[src/rtl/rom_msg_pkg.sv]
// Shared state encoding and character constants for the ROM message streamer.
// Build option ROM_MSG_CRLF_EN adds the CR/LF trailer states.
package rom_msg_pkg;

  typedef enum logic [2:0] {
    StIdle,
    StFetch,
    StCheck,
    StSend,
`ifdef ROM_MSG_CRLF_EN
    StCr,
    StLf,
`endif
    StFinish
  } state_e;

  localparam logic [7:0] MSG_TERM = 8'h00;
  localparam logic [7:0] CHR_CR   = 8'h0D;
  localparam logic [7:0] CHR_LF   = 8'h0A;

endpackage

[src/rtl/rom_msg_streamer_if.sv]
// ROM read port plus UART TX valid/ready byte stream.
// The streamer is the master; the ROM/UART side is the slave.
interface rom_msg_streamer_if #(
  parameter int unsigned ADDR_WIDTH = 5,
  parameter int unsigned WIDTH      = 8
);
  logic [ADDR_WIDTH-1:0] rom_addr;
  logic [WIDTH-1:0]      rom_q;
  logic [WIDTH-1:0]      tx_data;
  logic                  tx_valid;
  logic                  tx_ready;

  modport master (output rom_addr, tx_data, tx_valid, input rom_q, tx_ready);
  modport slave  (input rom_addr, tx_data, tx_valid, output rom_q, tx_ready);
endinterface

[src/rtl/tx_hold_reg.sv]
// Output byte register for the UART TX handshake: holds data and valid until accepted.
// A load in the same cycle as an accept takes priority so trailer bytes can follow back to back.
module tx_hold_reg #(
  parameter int unsigned WIDTH = 8
) (
  input  logic             clk,
  input  logic             rst_n,
  input  logic             clr,
  input  logic             load,
  input  logic [WIDTH-1:0] load_data,
  input  logic             ready,
  output logic [WIDTH-1:0] data,
  output logic             valid,
  output logic             fire
);

  assign fire = valid & ready;

  always_ff @(posedge clk) begin
    if (!rst_n) begin
      data  <= '0;
      valid <= 1'b0;
    end else if (clr) begin
      valid <= 1'b0;
    end else if (load) begin
      data  <= load_data;
      valid <= 1'b1;
    end else if (fire) begin
      valid <= 1'b0;
    end
  end

endmodule

[src/rtl/rom_msg_streamer.sv]
// Walks the message ROM from start_addr and streams bytes to the UART TX until a 0x00 or the
// top address. Define ROM_MSG_CRLF_EN to append CR LF to every message.
module rom_msg_streamer
  import rom_msg_pkg::*;
#(
  parameter int unsigned ADDR_WIDTH  = 5,
  parameter int unsigned WIDTH       = 8,
  parameter int unsigned ROM_LATENCY = 1
) (
  input  logic                  clk,
  input  logic                  rst_n,
  input  logic                  start,
  input  logic [ADDR_WIDTH-1:0] start_addr,
  input  logic                  abort,
  rom_msg_streamer_if.master    bus,
  output logic                  busy,
  output logic                  done,
  output logic [ADDR_WIDTH:0]   byte_cnt
);

  localparam logic [1:0]            LatLast = 2'(ROM_LATENCY - 1);
  localparam logic [ADDR_WIDTH-1:0] AddrTop = '1;
  localparam logic [ADDR_WIDTH-1:0] AddrOne = ADDR_WIDTH'(1);
  localparam logic [ADDR_WIDTH:0]   CntOne  = (ADDR_WIDTH + 1)'(1);

  state_e                state;
  logic [ADDR_WIDTH-1:0] addr;
  logic [1:0]            lat_cnt;
  logic                  is_term;
  logic                  hold_clr;
  logic                  hold_load;
  logic [WIDTH-1:0]      hold_byte;
  logic [WIDTH-1:0]      tx_data;
  logic                  tx_valid;
  logic                  tx_fire;

  assign is_term      = (bus.rom_q == WIDTH'(MSG_TERM));
  assign bus.rom_addr = addr;
  assign bus.tx_data  = tx_data;
  assign bus.tx_valid = tx_valid;

  always_comb begin
    hold_clr  = abort && (state != StIdle);
    hold_load = 1'b0;
    hold_byte = bus.rom_q;
    case (state)
      StCheck: begin
        hold_load = !is_term;
`ifdef ROM_MSG_CRLF_EN
        if (is_term) begin
          hold_load = 1'b1;
          hold_byte = WIDTH'(CHR_CR);
        end
`endif
      end
`ifdef ROM_MSG_CRLF_EN
      StSend: begin
        if (tx_fire && addr == AddrTop) begin
          hold_load = 1'b1;
          hold_byte = WIDTH'(CHR_CR);
        end
      end
      StCr: begin
        if (tx_fire) begin
          hold_load = 1'b1;
          hold_byte = WIDTH'(CHR_LF);
        end
      end
`endif
      default: ;
    endcase
  end

  tx_hold_reg #(
    .WIDTH (WIDTH)
  ) u_hold (
    .clk       (clk),
    .rst_n     (rst_n),
    .clr       (hold_clr),
    .load      (hold_load),
    .load_data (hold_byte),
    .ready     (bus.tx_ready),
    .data      (tx_data),
    .valid     (tx_valid),
    .fire      (tx_fire)
  );

  // done and busy change together on entry to StFinish, so done lands in the cycle after CHECK.
  always_ff @(posedge clk) begin
    if (!rst_n) begin
      state    <= StIdle;
      addr     <= '0;
      lat_cnt  <= '0;
      busy     <= 1'b0;
      done     <= 1'b0;
      byte_cnt <= '0;
    end else begin
      done <= 1'b0;
      if (abort) begin
        state <= StIdle;
        busy  <= 1'b0;
      end else begin
        case (state)
          StIdle: begin
            if (start) begin
              addr     <= start_addr;
              byte_cnt <= '0;
              busy     <= 1'b1;
              lat_cnt  <= '0;
              state    <= StFetch;
            end
          end
          StFetch: begin
            if (lat_cnt == LatLast) state <= StCheck;
            else lat_cnt <= lat_cnt + 2'd1;
          end
          StCheck: begin
            if (is_term) begin
`ifdef ROM_MSG_CRLF_EN
              state <= StCr;
`else
              state <= StFinish;
              done  <= 1'b1;
              busy  <= 1'b0;
`endif
            end else begin
              state <= StSend;
            end
          end
          StSend: begin
            if (tx_fire) begin
              byte_cnt <= byte_cnt + CntOne;
              if (addr == AddrTop) begin
`ifdef ROM_MSG_CRLF_EN
                state <= StCr;
`else
                state <= StFinish;
                done  <= 1'b1;
                busy  <= 1'b0;
`endif
              end else begin
                addr    <= addr + AddrOne;
                lat_cnt <= '0;
                state   <= StFetch;
              end
            end
          end
`ifdef ROM_MSG_CRLF_EN
          StCr: begin
            if (tx_fire) begin
              byte_cnt <= byte_cnt + CntOne;
              state    <= StLf;
            end
          end
          StLf: begin
            if (tx_fire) begin
              byte_cnt <= byte_cnt + CntOne;
              state    <= StFinish;
              done     <= 1'b1;
              busy     <= 1'b0;
            end
          end
`endif
          StFinish: state <= StIdle;
          default:  state <= StIdle;
        endcase
      end
    end
  end

endmodule

[src/flat_wrapper.sv]
// flat-port wrapper written by rule: the top's interface ports become plain ports
module rom_msg_streamer_flat import rom_msg_pkg::*;
#(
  parameter int unsigned ADDR_WIDTH  = 5,
  parameter int unsigned WIDTH       = 8,
  parameter int unsigned ROM_LATENCY = 1
)
  (clk, rst_n, start, start_addr, abort, busy, done, byte_cnt, bus_rom_addr, bus_tx_data, bus_tx_valid, bus_rom_q, bus_tx_ready);
  rom_msg_streamer_if #(.ADDR_WIDTH(ADDR_WIDTH), .WIDTH(WIDTH)) bus_i ();
  input  logic clk;
  input  logic rst_n;
  input  logic start;
  input  logic [ADDR_WIDTH-1:0] start_addr;
  input  logic abort;
  output logic busy;
  output logic done;
  output logic [ADDR_WIDTH:0] byte_cnt;
  output wire logic [$bits(bus_i.rom_addr)-1:0] bus_rom_addr;
  output wire logic [$bits(bus_i.tx_data)-1:0] bus_tx_data;
  output wire logic [$bits(bus_i.tx_valid)-1:0] bus_tx_valid;
  input wire logic [$bits(bus_i.rom_q)-1:0] bus_rom_q;
  input wire logic [$bits(bus_i.tx_ready)-1:0] bus_tx_ready;
  assign bus_rom_addr = bus_i.rom_addr;
  assign bus_tx_data = bus_i.tx_data;
  assign bus_tx_valid = bus_i.tx_valid;
  assign bus_i.rom_q = bus_rom_q;
  assign bus_i.tx_ready = bus_tx_ready;
  rom_msg_streamer #(.ADDR_WIDTH(ADDR_WIDTH), .WIDTH(WIDTH), .ROM_LATENCY(ROM_LATENCY)) u_core (.clk(clk), .rst_n(rst_n), .start(start), .start_addr(start_addr), .abort(abort), .bus(bus_i), .busy(busy), .done(done), .byte_cnt(byte_cnt));
endmodule
[config.mk]
export PLATFORM = sky130hd
export DESIGN_NAME = rom_msg_streamer_flat
export DESIGN_NICKNAME = d
export VERILOG_FILES = /design/src/rtl/rom_msg_pkg.sv /design/src/rtl/rom_msg_streamer_if.sv /design/src/rtl/tx_hold_reg.sv /design/src/rtl/rom_msg_streamer.sv /design/src/flat_wrapper.sv
export SDC_FILE = /design/constraint.sdc
export NUM_CORES = 1
export LEC_CHECK = 0
export CORE_ASPECT_RATIO = 1.4
export CORE_MARGIN = 5
export CORE_UTILIZATION = 40
export DETAILED_ROUTE_END_ITERATION = 12
export PLACE_DENSITY = 0.71
export SLEW_MARGIN = 5
export SYNTH_ARGS = -nofsm -noshare
export SYNTH_HDL_FRONTEND = slang
export SYNTH_HIERARCHICAL = 1
export SYNTH_SLANG_ARGS = --single-unit
export TNS_END_PERCENT = 100
[constraint.sdc]
create_clock -name clk -period 1.8 [get_ports clk]
set_input_delay 0.36 -clock clk [delete_from_list [all_inputs] [get_ports clk]]
set_output_delay 0.36 -clock clk [all_outputs]
set_load 0.005 [all_outputs]
Figure 1. Wire density map.
The die is cut into 12 by 16 equal tiles; dark blue is low, red is high, scaled to the fullest tile. Values are wire area over tile area, all layers added.
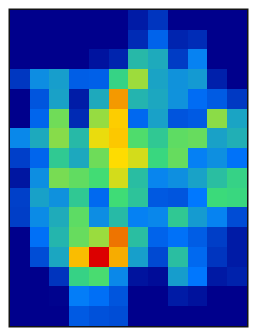
emptiest ninth of the die: top left
fullest tile: 0.49
mean over tiles: 0.12
Total Wirelength: 3770 um
Tot GR Track Use: 0.162
Via Count: 1393
Routed WL per cell: 14.5 um

Figure 2. Placement by cell class.
Fill, decap, tap and diode cells in grey.
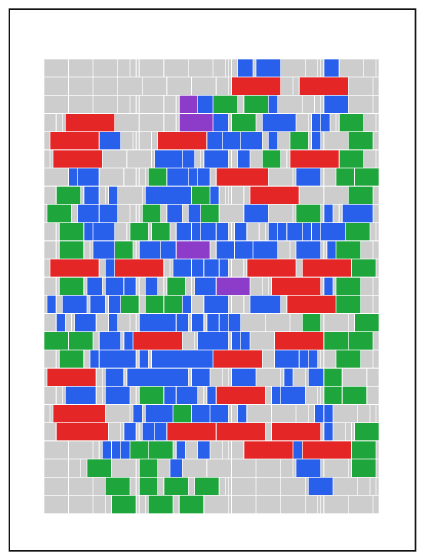
| class | colour | cells | share of their area |
|---|---|---|---|
| combinational and other logic | blue | 130 | 44% |
| other buffers and delay cells | green | 60 | 27% |
| clock drivers and dummy loads | purple | 4 | 2.4% |
| flops | red | 27 | 27% |
Layout Utilization: 0.610
# rows: 25
Final Instance Area: 2080 um^2

Figure 3. Cell placement.
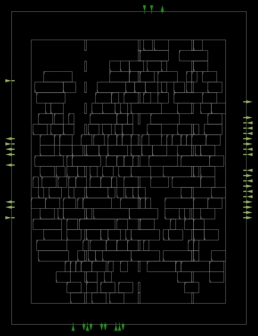
core area: 3410 um^2
flop share of the area: 0.262

Figure 4. Floorplan with the power grid.
Scale bar: 20 um. Pins as bars on the die edge. Tap cells in grey.
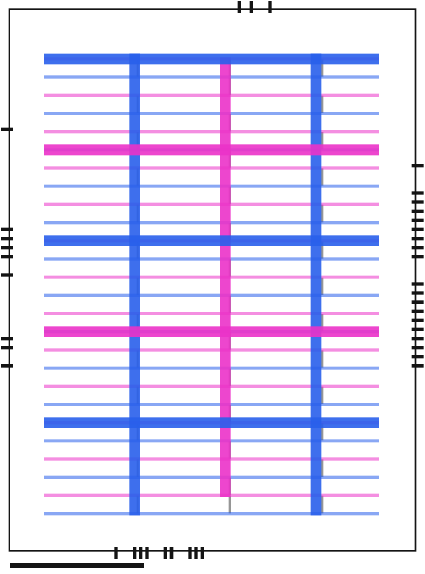
| net | colour |
|---|---|
| VDD | magenta |
| VSS | blue |
signal pins: 40
tap cells: 40
met1 rails: 26
met5 straps: 5
Die Span X: 60.5 um
VDD IR max: 500 uV
Die Y: 80.8 um

Figure 5. Nets reached from selected ports.
Scale bar: 20 um.
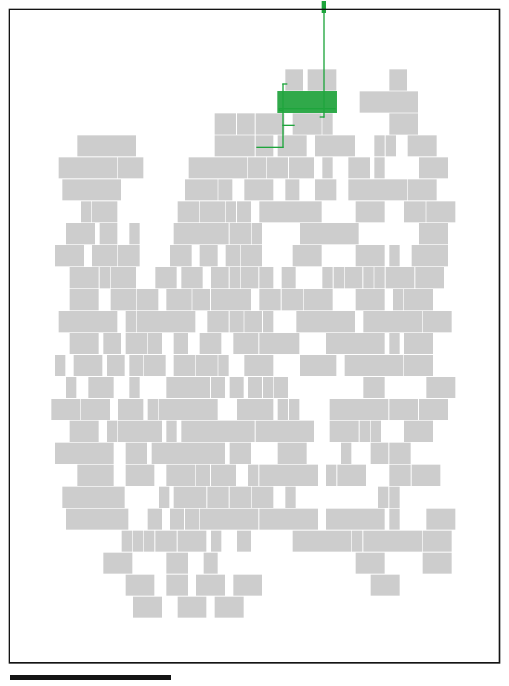
| port | colour | bits | direction | edge | end cells | buffers | wire |
|---|---|---|---|---|---|---|---|
| bus_tx_valid | green | 1 | output | top | 1 | 1 | 34.0 um |
I/O pins: 40
port bufs: 39

==> run summary <==
Outcome: finished clean
N_diodes: 0
Antenna violations before repair: 0
Cell Area, Synth: 1430 um^2
Worst Tran Pin Value: 544 ps
Simple share: 0.259
Setup Viol. Count Final: 0
YS warnings: 6
Hold Violations, Final: 0
Adder Share, Synth: 0.0350
Log Warnings: 26
EDFF count, synth: 0
Share of post-route cells with drive strength above 1: 0.190
Ys flop type: dfxtp_1
CTS Buf Count: 3
Critical path class: flop to flop
Clk ins delay skew pair: 270 ps
DRT iter0 DRCs: 63
Drt pass-1 iters: 4
Sw Ratio: 0.248
Reg clk slew, reported paths: 90 ps
Synth Instances: 164
Pin count of the biggest net entering global routing: 17
Synth mux share: 0.0840
Htree depth: 1
FFs w/ async S/R, synth: 0
Cell count after placement: 257
Pwr per Cell Area: 568 nW/um^2
Yosys chip area: 1430 um^2
Crit. End Element: flop
Clock root cell: clkbuf_8
Floorplan core density: 0.419
Top cell by count, worst path: ha_4
Max cap viols: 0
CP arrival: 1900 ps
Relative slew slack: 0.637
Most instantiated logic cells after routing: 39 x clkdlybuf4s50_1, 26 x nand2_1, 24 x dfxtp_1
Leading area contributor after synthesis: dfxtp_1
Clk buf depth: 2
Vias per cell: 5.34
Top cell excl fill/tap: clkdlybuf4s50_1
Main area contributors: dfxtp_1 38%, mux2i_1 8.4%, nand2_1 6.8%, ha_1 3.5%, a21oi_1 3.1%
Internal power: 888 uW
Gp weighted congestion: 0.841
Combinational Power Share: 0.168
Clk pwr share: 0.294
Post-Layout Cell Count: 261
Crit path DRT: 1970 ps
Cycle use final: 0.957
Psw: 293 uW
First-pass GRT wire length: 6240 um
Leakage: 0.000815 uW
Floorplan Nets: 186
Mean Syn Cell Area: 8.72 um^2
DP Wirelength: 2890 um
Top-area cell share: 0.378
#FFs+latches synth: 27
Area Growth Syn to Fin: 45.4%
Hold Path Class: flop to flop
Die ar.: 4890 um^2
CTS tree: yes
Max FO, Critical Path: 6
Skew final: 5.87 ps
Cells along the critical path: ha_4 > and3_4 > ha_4 > and4b_2 > o21a_4 > o21a_1 > o211a_1
Post-synthesis compound-gate area fraction: 0.158
Fmax: 580 MHz
Register share of total power: 0.537
Grt total ovfl: 0
Nets@finish: 244
Post-route ant nets: 0
Residual DRC: 0
RSZ-0062 raised after global routing: false
Post-synth cell types: 41
Crit start category: flop
Post-synthesis sequential area ratio: 0.378
Dominant comb cell: simple AND/OR/NAND/NOR gates
XOR-XNOR Cells, Area Fraction: 0.0245
Power Total: 1180 uW
Crit-path max cell delay: 370 ps
Slowest-stage cell, CP: dfxtp_2
-- state kept, by name, indices dropped and copies added (netlist names) --
name,count
u_core/u_hold/data,8
u_core/u_hold/valid,1
u_core/done,1
u_core/busy,1
u_core/bus.rom_addr,5
u_core/state,3
u_core/lat_cnt,2
u_core/byte_cnt,6
-- cell families (layout without fill, tap and decap cells) --
group	count (synthesis)	in the layout
AOI/OAI and AO/OA	33	33
and+or+nand+nor	69	69
xor gates and xnor gates	4	4
muxes	12	12
adders and majority gates	4	4
DFF	27	27
buffers and inverters	15	72
-- synth_stat cells (all sizes together) (3+ instances only) --
library cell and number:
a21oi 9, and2 3, and3 3, buf 5, dfxtp 27, ha 4
inv 8, mux2i 12, nand2 27, nand2b 3, nand3 5, nor2 13
nor3b 4, o21a 3, o21ai 6, xor2 4
-- worst max-delay path, delay by kind of cell, from the launching register on --
family / cells / cell delay (ps)
AND-OR/OR-AND: 3 / 540
AND/OR/NAND/NOR: 2 / 440
flip-flops: 1 / 370
adder cells (fa/ha/maj): 2 / 270
-- power groups by stage --
stage | Sequential (uW) | Combinational [uW] | Clock, uW
3_3_place_gp | 643 | 186 | 0
3_5_place_dp | 644 | 193 | 0
5_1_grt | 636 | 219 | 393
6_report | 634 | 199 | 347
2_1_floorplan | 641 | 84.7 | 0
4_1_cts | 631 | 196 | 361
-- cell type report --
type,instances,area [um^2]
fill,305,1330
multi-input combinational,122,858
timing repair buffer,60,548
sequential,27,544
tap,40,50.0
clock buffer,3,41.3
inverter,8,30.0
clock inverter,1,7.51
-- through the flow --
stage	hold slack [ps]	instance area (um^2)	TNS, ps	setup slack (ps)
floorplan	438	1430	0	51.6
global placement	443	1970	-1190	-87.1
detailed placement	455	1970	-1970	-156
CTS	470	2030	0	13.5
global route	487	2080	0	25.0
finish	464	2080	0	77.1
-- what timing repair did --
action / CTS / global route
gates resized: 6 / 10
endpoints found under the setup margin: 5 / 9
buffers inserted: 0 / 1
hold buffers: 0 / 0
pin swaps: 1 / 3
-- path summary, 6_finish.rpt --
path / start / to / slack, ps / cells past startpoint
setup / recovery: u_core/bus.rom_addr[1] / u_core/bus.rom_addr[0] / 80 / 7
hold / removal: u_core/u_hold/data[0] / u_core/u_hold/data[0] / 460 / 2
setup reg to reg: u_core/bus.rom_addr[1] / u_core/bus.rom_addr[0] / 80 / 7
hold reg to reg: u_core/u_hold/data[0] / u_core/u_hold/data[0] / 460 / 2
-- layer usage --
layer  vias up  track usage  share of wire
met1       654        0.179           0.40
met3         5       0.0254          0.065
met2        38        0.307           0.53
li1        696            -              -
met4         0       0.0499          0.010
met5         -            0              0
No activity file was given, so power comes from the tool's default toggle rates.
